Layout detail:
Window x 38 to 58, y 38 to 58 um. Cells in gray, sequential cells in the stronger gray; small squares are vias.
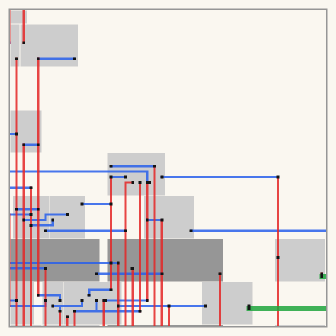
Pin map:
Bar = 20 um. Pins as bars across the die edge, other pins in gray.
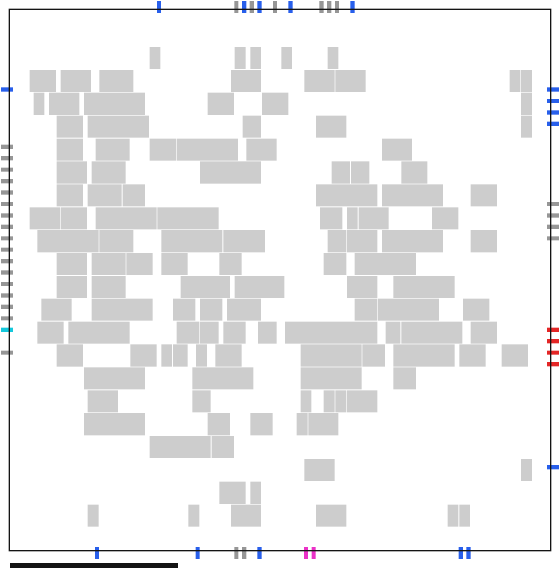
Cell density map:
6 x 6 tiles, from white (low) to dark blue (high), 0 to 100% covered.
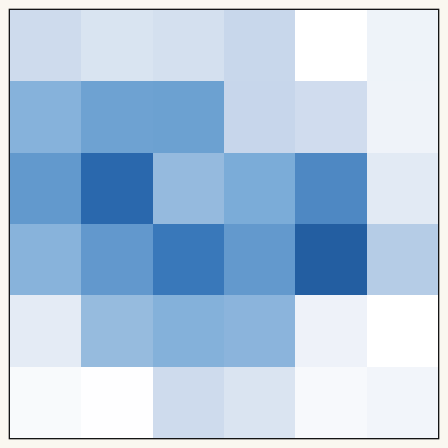
Placement view:
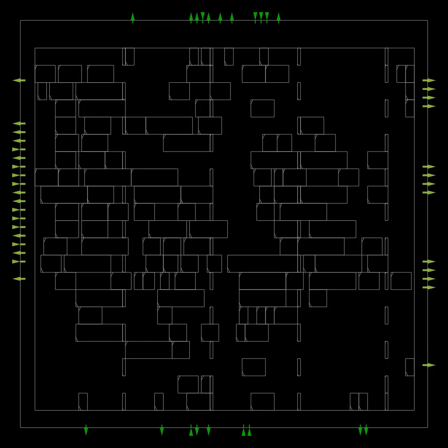
Sizing map:
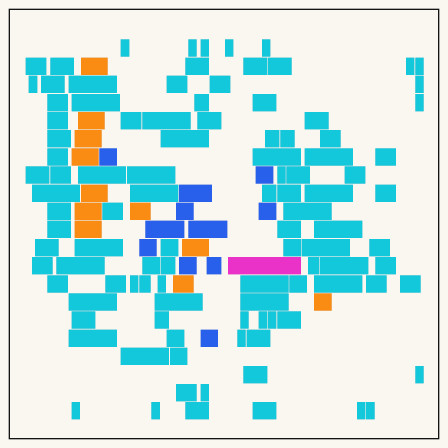
Design reg_xfer_ctrl, sky130hd; sources not shown.
==> results.toml <==
# generated from flow reports
[run]
maxCapViolations = 0

[setup_path]
path_buffers = 1
path_cells = "dlygate4sd2_1"
arrival_ps = 970
end_kind = "output pin"
critPathTopFamily = "flip-flops"
slowest_delay_ps = 380

[clocking]
post_cts_buffers = 0
clk_pin_slew_ps = 130
clock.latency.late_pin_ps = 310
numCtsBuffers = 3

[final_timing]
finalSetupViolCount = 0
drv_slew = 0
min_period_ps = 1420
fin_crit_sh_pct = 94.5
skew_ps = 14.9

[finish]
fillers = 369
lay_top_cells = "dfxtp_1, dlygate4sd2_1, conb_1"
instances_no_fill = 173

[pwr]
p_sw_uw = 284
p_clk_share_pct = 34.5
leakagePower_uw = 0.000658
p_int_uw = 1030

[yosys]
avgSynthCellArea_um2 = 11.4
ys_chip_area_um2 = 1010
yosysUniqueCellTypes = 27
syn_area_um2 = 1010

[routing]
dr.pass1.iters = 4

[placement]
hpwl_mm = 1.63

[status]
status = "finished clean"

[global_route]
antenna_found_initial = 0
grt_max_degree = 16

[floorplanning]
row_count = 21
Notes on 'layout detail' above:
layer	color
met2	red
met1	blue
met3	green
most frequent	dlygate4sd2_1 (3)
cells with their middle in the window	13
sequential cells in the window	2

Notes on 'pin map' above:
port	color	pins	direction	edge
xfer_cnt	blue	16	output	5 top, 5 right, 5 bottom, 1 left
wr_en	red	4	output	right
clk	cyan	1	input	left
req_dst	magenta	2	input	bottom
IO buf count: 35
DIE HEIGHT: 64.2 um

Notes on 'cell density map' above:
tiles over 75% full	5.6%
fullest tile	82%
mean over tiles	32%
emptiest ninth of the die	bottom right
Initial Util: 29.7%
Layout Utilization: 40.1%
total core area: 3420 um^2

Notes on 'placement view' above:
tap cell count: 46
flop share of the area: 35.0%

Notes on 'sizing map' above:
size	color	cells	share	most used
drive 2	orange	11	8.7%	a32o_2
drive 6 and up	magenta	1	0.79%	bufinv_16
drive 1 or less	cyan	104	82%	dfxtp_1
drive 3 to 4	blue	11	8.7%	buf_4
Layout area overhead: 35.1%
Final Worst Setup Slack: 81.8 ps

## final cells by class
class / instances / area (um^2) / share of cell area (%)
Timing Repair Buffer: 39 / 355 / 25.9
Multi-Input combinational cell: 59 / 419 / 30.6
Inverter: 1 / 6.26 / 0.456
Sequential cell: 24 / 480 / 35.0
Tap cell: 46 / 57.6 / 4.20
Clock inverter: 1 / 30.0 / 2.19
Clock buffer: 3 / 22.5 / 1.64
## repair_timing
action / in CTS / in global routing
resized: 20 / 1
gates cloned: 0 / 0
endpoints found under the setup margin: 20 / 1
hold endpoints to repair: 0 / 0
## layer usage
metal  track usage, %  vias to the layer above  wire (um)
met5                -                        -          0
met4             2.39                        0          0
met3             3.87                        0        153
met2             18.0                       32        993
met1             10.3                      328        875
li1                 -                      364          -
## metrics by stage
step	area, um^2	utilization, %	total power, uW	setup slack [ps]	hold slack (ps)
2_1_floorplan	1070	-	826	290	447
3_3_place_gp	1340	39.3	877	-162	460
3_5_place_dp	1340	39.3	883	-224	463
4_1_cts	1370	40.1	1320	65.4	490
5_1_grt	1370	40.1	1370	23.8	512
6_report	1370	40.1	1310	81.8	482
## power by group through the flow
stage / Combinational [uW] / Sequential [uW] / Clock, uW
after CTS: 179 / 679 / 465
after global routing: 194 / 683 / 496
after detailed placement: 189 / 694 / 0
final: 178 / 679 / 452
after floorplan: 127 / 699 / 0
after global placement: 183 / 693 / 0
## cell usage after synthesis, drive strengths merged (2+ instances only)
master	number	area share, %
and4bb	2	3.2
nor2	2	0.74
mux2i	2	2.0
nand2b	2	1.2
nand2	5	1.8
and2	2	1.2
buf	19	16
a32o	12	13
nand3b	3	2.6
nor2b	3	1.8
nor3b	2	1.5
dfxtp	24	47
## logic make-up (layout without fill, tap and decap cells)
group	Yosys count	count (layout)	synth area share, %
AND/OR/NAND/NOR	25	25	17.6
flip-flops	24	24	47.3
buffers and inverters	21	44	17.1
AND-OR/OR-AND	16	16	15.5
multiplexers	2	2	1.97
other	1	16	0.370
Power and IR drop assume default switching activity.
